Fig. 1: where the registers sit
Drawn at 4 px/um. Other sequential cells in the stronger grey, the rest of the logic in the fainter grey.
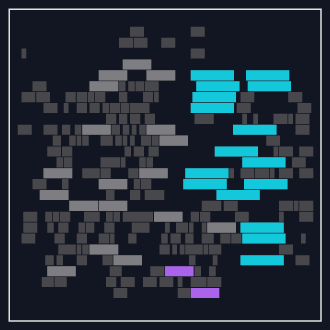
Fig. 2: met3 routing
Drawn at 6 px/um.
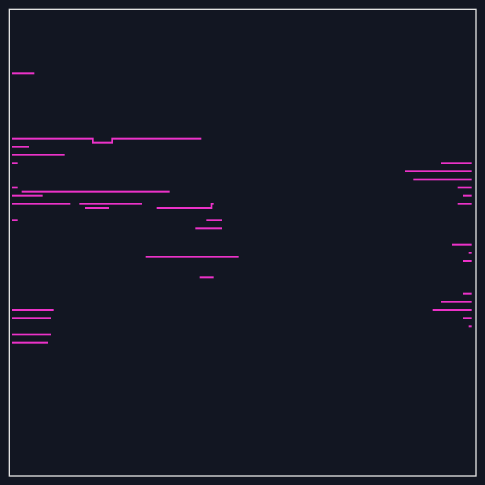
Fig. 3: signal metal coverage by tile
Drawn at 4 px/um. 16 x 16 tiles, from black (low) to pale yellow (high), scaled to the fullest tile. Values are wire area over tile area, all layers added.
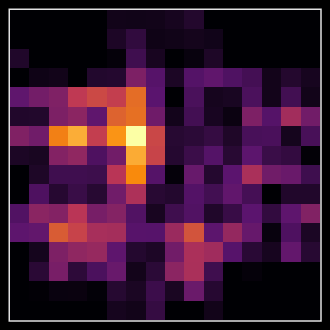
File: src/rtl/halve_pkg.sv
// Shared types and constants for the halving stream decoder.
package halve_pkg;

    localparam int unsigned HALVE_WIDTH = 8;
    localparam int unsigned HALVE_CNT_W = 16;

    localparam logic [HALVE_CNT_W-1:0] ERR_CNT_MAX = '1;

    typedef struct packed {
        logic [HALVE_WIDTH-1:0] data;
        logic                   err;
    } halve_entry_t;

endpackage

File: src/rtl/halve_fifo.sv
// Small synchronous FIFO holding decoded entries; push is ignored when full,
// pop is ignored when empty.
module halve_fifo
    import halve_pkg::*;
#(
    parameter int unsigned DEPTH   = 2,
    parameter type         entry_t = halve_entry_t
) (
    input  logic   clk,
    input  logic   rst,
    input  logic   push,
    input  entry_t wr_data,
    input  logic   pop,
    output entry_t rd_data,
    output logic   full,
    output logic   empty
);

    localparam int unsigned AW = (DEPTH > 1) ? $clog2(DEPTH) : 1;
    localparam int unsigned CW = AW + 1;

    entry_t          mem_q [DEPTH];
    entry_t          mem_d [DEPTH];
    logic [AW-1:0]   wr_ptr_q, wr_ptr_d;
    logic [AW-1:0]   rd_ptr_q, rd_ptr_d;
    logic [CW-1:0]   count_q,  count_d;
    logic            do_push;
    logic            do_pop;

    assign full    = (count_q == CW'(DEPTH));
    assign empty   = (count_q == '0);
    assign rd_data = mem_q[rd_ptr_q];

    always_comb begin
        mem_d    = mem_q;
        wr_ptr_d = wr_ptr_q;
        rd_ptr_d = rd_ptr_q;
        count_d  = count_q;
        do_push  = push && !full;
        do_pop   = pop && !empty;

        if (do_push) begin
            mem_d[wr_ptr_q] = wr_data;
            wr_ptr_d        = wr_ptr_q + 1'b1;
        end
        if (do_pop) begin
            rd_ptr_d = rd_ptr_q + 1'b1;
        end
        if (do_push && !do_pop) begin
            count_d = count_q + 1'b1;
        end else if (!do_push && do_pop) begin
            count_d = count_q - 1'b1;
        end
    end

    always_ff @(posedge clk) begin
        if (rst) begin
            wr_ptr_q <= '0;
            rd_ptr_q <= '0;
            count_q  <= '0;
        end else begin
            wr_ptr_q <= wr_ptr_d;
            rd_ptr_q <= rd_ptr_d;
            count_q  <= count_d;
        end
    end

    // Storage needs no reset: the top masks the head while empty.
    always_ff @(posedge clk) begin
        mem_q <= mem_d;
    end

endmodule

File: src/rtl/halve_stream.sv
// Recovers original values from a doubled-word stream (out = in >> 1),
// flagging and counting odd codes that a doubler could never produce.
module halve_stream
    import halve_pkg::*;
#(
    parameter int unsigned WIDTH = HALVE_WIDTH,
    parameter int unsigned DEPTH = 2,
    parameter int unsigned CNT_W = HALVE_CNT_W
) (
    input  logic             clk,
    input  logic             rst,
    input  logic             in_valid,
    output logic             in_ready,
    input  logic [WIDTH-1:0] in_data,
    output logic             out_valid,
    input  logic             out_ready,
    output logic [WIDTH-1:0] out_data,
    output logic             out_err,
    output logic [CNT_W-1:0] err_count
);

    typedef struct packed {
        logic [WIDTH-1:0] data;
        logic             err;
    } entry_t;

    localparam logic [CNT_W-1:0] CNT_MAX =
        (CNT_W == HALVE_CNT_W) ? CNT_W'(ERR_CNT_MAX) : '1;

    entry_t           wr_entry;
    entry_t           head;
    logic             full;
    logic             empty;
    logic             push;
    logic             pop;
    logic [CNT_W-1:0] err_count_q, err_count_d;

    assign in_ready  = !full;
    assign out_valid = !empty;
    assign push      = in_valid && in_ready;
    assign pop       = out_valid && out_ready;

    assign wr_entry.data = {1'b0, in_data[WIDTH-1:1]};
    assign wr_entry.err  = in_data[0];

    halve_fifo #(
        .DEPTH   (DEPTH),
        .entry_t (entry_t)
    ) u_fifo (
        .clk     (clk),
        .rst     (rst),
        .push    (push),
        .wr_data (wr_entry),
        .pop     (pop),
        .rd_data (head),
        .full    (full),
        .empty   (empty)
    );

    assign out_data  = empty ? '0 : head.data;
    assign out_err   = empty ? 1'b0 : head.err;
    assign err_count = err_count_q;

    always_comb begin
        err_count_d = err_count_q;
        if (push && in_data[0] && (err_count_q != CNT_MAX)) begin
            err_count_d = err_count_q + 1'b1;
        end
    end

    always_ff @(posedge clk) begin
        if (rst) begin
            err_count_q <= '0;
        end else begin
            err_count_q <= err_count_d;
        end
    end

endmodule
File: config.mk
export PLATFORM = sky130hd
export DESIGN_NAME = halve_stream
export DESIGN_NICKNAME = d
export VERILOG_FILES = /design/src/rtl/halve_pkg.sv /design/src/rtl/halve_fifo.sv /design/src/rtl/halve_stream.sv
export SDC_FILE = /design/constraint.sdc
export NUM_CORES = 1
export LEC_CHECK = 0
export CORE_MARGIN = 1.5
export CORE_UTILIZATION = 30
export DETAILED_ROUTE_END_ITERATION = 8
export HOLD_SLACK_MARGIN = 0.08
export PLACE_DENSITY = 0.56
export SYNTH_ARGS = -nofsm -noshare
export SYNTH_HDL_FRONTEND = slang
export SYNTH_SLANG_ARGS = --single-unit
File: constraint.sdc
create_clock -name clk -period 2.2 [get_ports clk]
set_clock_uncertainty 0.05 [all_clocks]
set_input_delay 0.44 -clock clk [delete_from_list [all_inputs] [get_ports clk]]
set_output_delay 0.44 -clock clk [all_outputs]
set_load 0.01 [all_outputs]
==> out/qor.log <==
INFO  final_layout   layout.sequential_cells=36
INFO  yosys          synth.cellmix.compoundShare=12.5%
INFO  final_layout   n_fill_cell=505
INFO  status         run_status=complete, no violations
INFO  power_and_ir_drop peakVddDrop=0.367mV
INFO  floorplan      num_rows=26
INFO  yosys          synthFlopType=sky130_fd_sc_hd__dfxtp_1
INFO  clocking       clock_latency=0.28ns
INFO  final_layout   dominant_cells=sequential cells
INFO  power_and_ir_drop power_report.internal_total=0.00131W
INFO  critical_path  worst_setup_path_end_kind=primary output
INFO  critical_path  critical_path.max_fanout=9
INFO  power_and_ir_drop power_leader=registers
INFO  critical_path  worstSetupPathType=reg -> out
INFO  global_route   grt_pass1_wl=6230um
INFO  yosys          ys_sh_adder=1.50%
INFO  floorplan      top_level_ports=39
INFO  yosys          post_synth_num_cell_types=33
INFO  timing         maxSlewViolCount=0
INFO  clocking       postCtsSetupRepairBufs=0
INFO  critical_path  critical-path-top-delay-family=buffers and inverters
INFO  clocking       cts_repair_resize_count=0
INFO  detailed_routing wirelength_met1=1700um
INFO  critical_path  timing.critical_path.from=u_fifo.count_q[0]$_SDFFE_PP0P_
INFO  yosys          async_reset_ff_share=0%
INFO  floorplan      die_h=77.5um
INFO  final_layout   num-nets-final=217
INFO  final_layout   nNonClkBuffers=47
INFO  final_layout   multi_input_comb_area=721um2
INFO  detailed_routing number_of_optimization_iterations_in_the_first_detailed_route_pass=4
INFO  timing         hold_ws=0.474ns
INFO  final_layout   nMultiInputCombCells=108
INFO  floorplan      die_area=6010um2
INFO  run            drv.max_cap_violation_count=0
INFO  final_layout   drive_above_1_share=11.8%
INFO  clocking       clk_path_buf_depth=2
INFO  floorplan      tap_cells=70
INFO  yosys          yosys-stat-cells=156
INFO  global_route   pin_count_of_the_biggest_net_entering_global_routing=22
## Picture notes: Fig. 1
Cyan is u_fifo.mem_q, sequential cells 16. Purple is u_fifo.count_q, sequential cells 2.
Another 18 sequential cells are not coloured.
sequential fraction of total cell area: 39.4%
power in sequential cells: 0.000826 W
FF/Latch Area: 881 um2
final core area utilization: 42.7%

## Picture notes: Fig. 2
The layer holds 5.6% of the routed length. The longest straight run is 24.4 um.
met3 track demand over resource: 3.88%
total detailed-routing wirelength: 3720 um
via count: 1377

## Picture notes: Fig. 3
The densest ninth of the die: centre. The emptiest ninth of the die: north-east. The mean over all tiles is 0.098. The fullest tile reaches 0.56. 7.0% of the tiles are over half the peak. 26% of the tiles are nearly empty.
All-Layer GR Usage: 12.8%
DR WL/cell: 13.6 um

Power is estimated from default activity; no workload was simulated.
